==> images/wire_density.png <==
(3 px per um) The die is cut into 23 by 23 equal tiles; dark purple is low, yellow is high, scaled to the fullest tile. Values are wire area over tile area, all layers added.
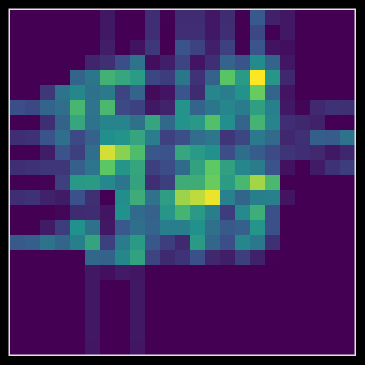
==> images/pdn.png <==
(4 px per um) Pins as bars on the die edge.
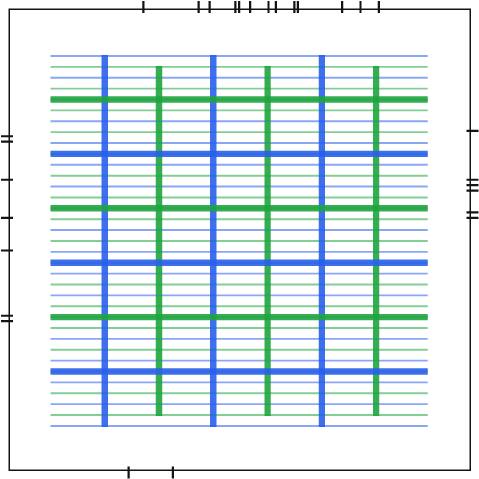
<file path="config.mk">
export PLATFORM = sky130hd
export DESIGN_NAME = vend_coin_driver
export DESIGN_NICKNAME = d
export VERILOG_FILES = /design/src/rtl/vend_coin_driver.sv
export SDC_FILE = /design/constraint.sdc
export NUM_CORES = 1
export LEC_CHECK = 0
export ABC_AREA = 1
export CAP_MARGIN = 10
export CORE_MARGIN = 10
export CORE_UTILIZATION = 25
export DETAILED_ROUTE_END_ITERATION = 6
export GPL_ROUTABILITY_DRIVEN = 0
export GPL_TIMING_DRIVEN = 0
export PLACE_DENSITY = 0.47
export SLEW_MARGIN = 20
export SYNTH_ARGS = -nofsm -noshare
export SYNTH_HDL_FRONTEND = slang
export SYNTH_SLANG_ARGS = --single-unit
</file>
<file path="constraint.sdc">
create_clock -name clock -period 3 [get_ports clock]
set_clock_uncertainty 0.15 [all_clocks]
set_input_delay 0.45 -clock clock [delete_from_list [all_inputs] [get_ports clock]]
set_output_delay 0.45 -clock clock [all_outputs]
set_load 0.05 [all_outputs]
</file>
<file path="src/rtl/vend_coin_driver.sv">
// Coin sequencer for the shape-coin acceptor: buys N sodas with one-hot presses,
// checks every acceptor response. Define VEND_PENTAGON_EN to allow pentagon coins.
module vend_coin_driver #(
  parameter int unsigned HOLD_CYCLES = 2,
  parameter int unsigned GAP_CYCLES  = 2,
  parameter int unsigned CNT_W       = 4,
  parameter int unsigned TIMEOUT     = 15
) (
  input  logic             clock,
  input  logic             reset,
  input  logic             start,
  input  logic [CNT_W-1:0] num_sodas,
  input  logic [1:0]       credit_in,
  input  logic             drop_in,
  output logic             circle,
  output logic             triangle,
  output logic             pentagon,
  output logic             busy,
  output logic             done,
  output logic             error,
  output logic [CNT_W-1:0] sodas_got,
  output logic [7:0]       coins_used
);

  localparam int unsigned TMAX  = (HOLD_CYCLES > GAP_CYCLES) ? HOLD_CYCLES : GAP_CYCLES;
  localparam int unsigned TMR_W = $clog2(TMAX + 1);
`ifdef VEND_PENTAGON_EN
  localparam int unsigned NSHAPE = 3;
`else
  localparam int unsigned NSHAPE = 2;
`endif

  typedef enum logic [2:0] {
    S_IDLE, S_PICK, S_HOLD, S_GAP, S_CHECK, S_DONE, S_ERROR
  } state_t;

  state_t            state_q, state_d;
  logic [CNT_W-1:0]  target_q, target_d;
  logic [CNT_W-1:0]  sodas_q, sodas_d;
  logic [7:0]        coins_q, coins_d;
  logic [7:0]        soda_coins_q, soda_coins_d;
  logic [NSHAPE-1:0] shape_q, shape_d;
  logic [TMR_W-1:0]  timer_q, timer_d;
  logic [1:0]        exp_credit_q, exp_credit_d;
  logic              exp_drop_q, exp_drop_d;
  logic              drop_seen_q, drop_seen_d;
  logic              drop_q;
  logic              busy_q, busy_d;
  logic              done_q, done_d;
  logic              error_q, error_d;

  logic              drop_rise;
  logic [NSHAPE-1:0] pick_shape;
  logic [3:0]        coin_val;
  logic [3:0]        credit_sum;
  logic [7:0]        soda_base;

  // Coin choice from the credit currently shown by the acceptor
  always_comb begin
    pick_shape = NSHAPE'(1);
    coin_val   = 4'd1;
    if (credit_in <= 2'd1) begin
      pick_shape = NSHAPE'(2);
      coin_val   = 4'd3;
    end
`ifdef VEND_PENTAGON_EN
    if (credit_in == 2'd0) begin
      pick_shape = NSHAPE'(4);
      coin_val   = 4'd5;
    end
`endif
    credit_sum = {2'b00, credit_in} + coin_val;
  end

  assign drop_rise = drop_in & ~drop_q & (state_q != S_IDLE);

  always_comb begin
    state_d      = state_q;
    target_d     = target_q;
    sodas_d      = sodas_q;
    coins_d      = coins_q;
    soda_coins_d = soda_coins_q;
    shape_d      = shape_q;
    timer_d      = timer_q;
    exp_credit_d = exp_credit_q;
    exp_drop_d   = exp_drop_q;
    drop_seen_d  = drop_seen_q;
    done_d       = 1'b0;
    soda_base    = soda_coins_q;

    // Drop edges are applied first so CHECK compares against the updated view
    if (drop_rise) begin
      sodas_d      = sodas_q + CNT_W'(1);
      drop_seen_d  = 1'b1;
      soda_coins_d = '0;
      soda_base    = '0;
    end

    case (state_q)
      S_IDLE: begin
        if (start) begin
          if (num_sodas != '0) begin
            target_d     = num_sodas;
            sodas_d      = '0;
            coins_d      = '0;
            soda_coins_d = '0;
            drop_seen_d  = 1'b0;
            state_d      = S_PICK;
          end else begin
            done_d = 1'b1;
          end
        end
      end
      S_PICK: begin
        exp_credit_d = credit_sum[1:0];
        exp_drop_d   = (credit_sum[3:2] != 2'b00);
        drop_seen_d  = 1'b0;
        shape_d      = pick_shape;
        coins_d      = (coins_q == 8'hFF) ? coins_q : coins_q + 8'd1;
        soda_coins_d = (soda_base == 8'hFF) ? soda_base : soda_base + 8'd1;
        timer_d      = '0;
        state_d      = S_HOLD;
      end
      S_HOLD: begin
        if (timer_q == TMR_W'(HOLD_CYCLES - 1)) begin
          timer_d = '0;
          shape_d = '0;
          state_d = S_GAP;
        end else begin
          timer_d = timer_q + TMR_W'(1);
        end
      end
      S_GAP: begin
        if (timer_q == TMR_W'(GAP_CYCLES - 1)) begin
          timer_d = '0;
          state_d = S_CHECK;
        end else begin
          timer_d = timer_q + TMR_W'(1);
        end
      end
      S_CHECK: begin
        if ((credit_in != exp_credit_q) || (drop_seen_d != exp_drop_q) ||
            (soda_coins_d > 8'(TIMEOUT))) begin
          state_d = S_ERROR;
        end else if (sodas_d == target_q) begin
          state_d = S_DONE;
        end else begin
          state_d = S_PICK;
        end
      end
      S_DONE:  state_d = S_IDLE;
      S_ERROR: begin
        shape_d = '0;
        state_d = S_ERROR;
      end
      default: state_d = S_IDLE;
    endcase

    busy_d  = (state_d != S_IDLE);
    error_d = (state_d == S_ERROR);
    if (state_d == S_DONE) done_d = 1'b1;
  end

  always_ff @(posedge clock) begin
    if (reset) begin
      state_q      <= S_IDLE;
      target_q     <= '0;
      sodas_q      <= '0;
      coins_q      <= '0;
      soda_coins_q <= '0;
      shape_q      <= '0;
      timer_q      <= '0;
      exp_credit_q <= '0;
      exp_drop_q   <= 1'b0;
      drop_seen_q  <= 1'b0;
      drop_q       <= 1'b0;
      busy_q       <= 1'b0;
      done_q       <= 1'b0;
      error_q      <= 1'b0;
    end else begin
      state_q      <= state_d;
      target_q     <= target_d;
      sodas_q      <= sodas_d;
      coins_q      <= coins_d;
      soda_coins_q <= soda_coins_d;
      shape_q      <= shape_d;
      timer_q      <= timer_d;
      exp_credit_q <= exp_credit_d;
      exp_drop_q   <= exp_drop_d;
      drop_seen_q  <= drop_seen_d;
      drop_q       <= drop_in;
      busy_q       <= busy_d;
      done_q       <= done_d;
      error_q      <= error_d;
    end
  end

  assign circle     = shape_q[0];
  assign triangle   = shape_q[1];
`ifdef VEND_PENTAGON_EN
  assign pentagon   = shape_q[2];
`else
  assign pentagon   = 1'b0;
`endif
  assign busy       = busy_q;
  assign done       = done_q;
  assign error      = error_q;
  assign sodas_got  = sodas_q;
  assign coins_used = coins_q;

endmodule

</file>
==> impl_metrics.json <==
{
  "yosys_cells": 326,
  "overflow": 0,
  "hpwlAfterDp_um": 4440,
  "placed_cells": 460,
  "ant_nets": 0,
  "hold_viol_final": 0,
  "edf_count": 0,
  "wl_per_cell_um": 12.4,
  "instances_no_fill": 468,
  "place_ws_ps": 155,
  "holdCritPathClass": "reg2reg",
  "met1_usage_pct": 12.5,
  "lay_top_count": "nand2_1",
  "required_ps": 3090,
  "path_cells": "clkdlybuf4s50_1 > nand2_1 > inv_1 > nand2_8 > inv_4 > nor2_1 > ha_1 > nand2_1 > nor2_2 > nand3_2 > nor3_4 > nand2_2 > nand2_1 > inv_1 > a21oi_2",
  "grt_pass1_vias": 2047,
  "postPlaceCellArea_um2": 2650,
  "cts.sinks": 39,
  "common_cells": "75 x nand2_1, 45 x inv_1, 39 x dfxtp_1, 32 x nor2_1, 27 x nand3_1",
  "synthArstFlopShare_pct": 0,
  "drive_gt1_share_pct": 13.6,
  "finalSetupViolations": 0,
  "power.density_nw_per_um2": 470,
  "outcome": "completed",
  "cts_hold_buf": 0,
  "design_area_um2": 2730,
  "use_met3_pct": 2.40,
  "htree_levels": 2,
  "hp-start": "timer_q[1]",
  "drt_pre_antenna_iters": 4,
  "yosys_warnings": 0,
  "grt_max_degree": 13,
  "crit_path_end_kind": "flop",
  "r2r_start": "state_q[2]",
  "fin_hold_ws_ps": 301,
  "worst_slew_pin_slew_ps": 607,
  "tns_ps": 0,
  "crit_arrival_ps": 2600,
  "drv_cap": 0,
  "cts_resized": 0,
  "nNetsFinal": 373,
  "critPathBufInv": 4,
  "routed.top_layer": "met4",
  "period_needed_ps": 2520,
  "fin_total_pwr_mw": 1.28,
  "synth.cell_area_um2": 2250,
  "wl_met1_um": 2960,
  "warning_count": 26
}
About wire_density.png:
tiles over half the peak	11%
emptiest ninth of the die	bottom right
densest ninth of the die	middle
nearly empty tiles	46%
GR Util All Layers: 9.30%
final wirelength: 5790 um

About pdn.png:
color	net
blue	VSS
green	VDD
met1 rails	35
rows	34
met4 straps	6
core area: 8720 um2
die width: 115 um
die height: 115 um
worst vdd ir: 0.000160 V

worst reg2reg max path: cells and delay by family (launching register included):
kind | cells | cell delay [ps]
compound gates | 1 | 110
fa+ha+maj | 1 | 240
buf+inv | 2 | 120
flops | 1 | 400
simple gates | 10 | 1420
registers in the layout, indices dropped and copies added (netlist names):
name and count:
exp_drop_q 1, exp_credit_q 2, shape_q 2, coins_used 8, busy 1, soda_coins_q 8
timer_q 2, error 1, done 1, target_q 4, sodas_got 4, state_q 3
drop_q 1, drop_seen_q 1
cell families (layout without fill, tap and decap cells):
logic type	Yosys count	count (layout)	synth area share, %
buffers and inverters	57	91	10.7
other	2	2	0.334
AOI/OAI and AO/OA	53	53	14.1
adders and majority gates	4	4	2.22
xor gates and xnor gates	4	4	1.56
and+or+nand+nor	167	167	36.4
DFF	39	39	34.7
worst paths after layout:
kind	to	slack, ps	cells past startpoint
worst min register to register	timer_q[1]	300	2
worst max-delay path	soda_coins_q[7]	480	15
worst max register to register	soda_coins_q[7]	510	14
worst min-delay path	timer_q[1]	300	2
report_power, final:
part | total [mW] | leakage, nW | switching, mW | internal, mW
Sequential | 0.577 | 0.317 | 0.0281 | 0.548
Combinational | 0.339 | 0.785 | 0.226 | 0.113
Clock | 0.368 | 0.0412 | 0.205 | 0.163
Total | 1.28 | 1.14 | 0.459 | 0.825
layout make-up:
| cell class | count | area, um2 |
|---|---|---|
| fillers | 953 | 5990 |
| multi-input cells | 230 | 1230 |
| flip-flops and latches | 39 | 781 |
| repair buffers | 26 | 260 |
| inverters | 52 | 200 |
| well taps | 108 | 135 |
| clock buffers | 6 | 72.6 |
| plain buffers | 5 | 40.0 |
| clock inverters | 2 | 12.5 |
Power figures rest on the tool's default switching activity, not on a simulated workload.
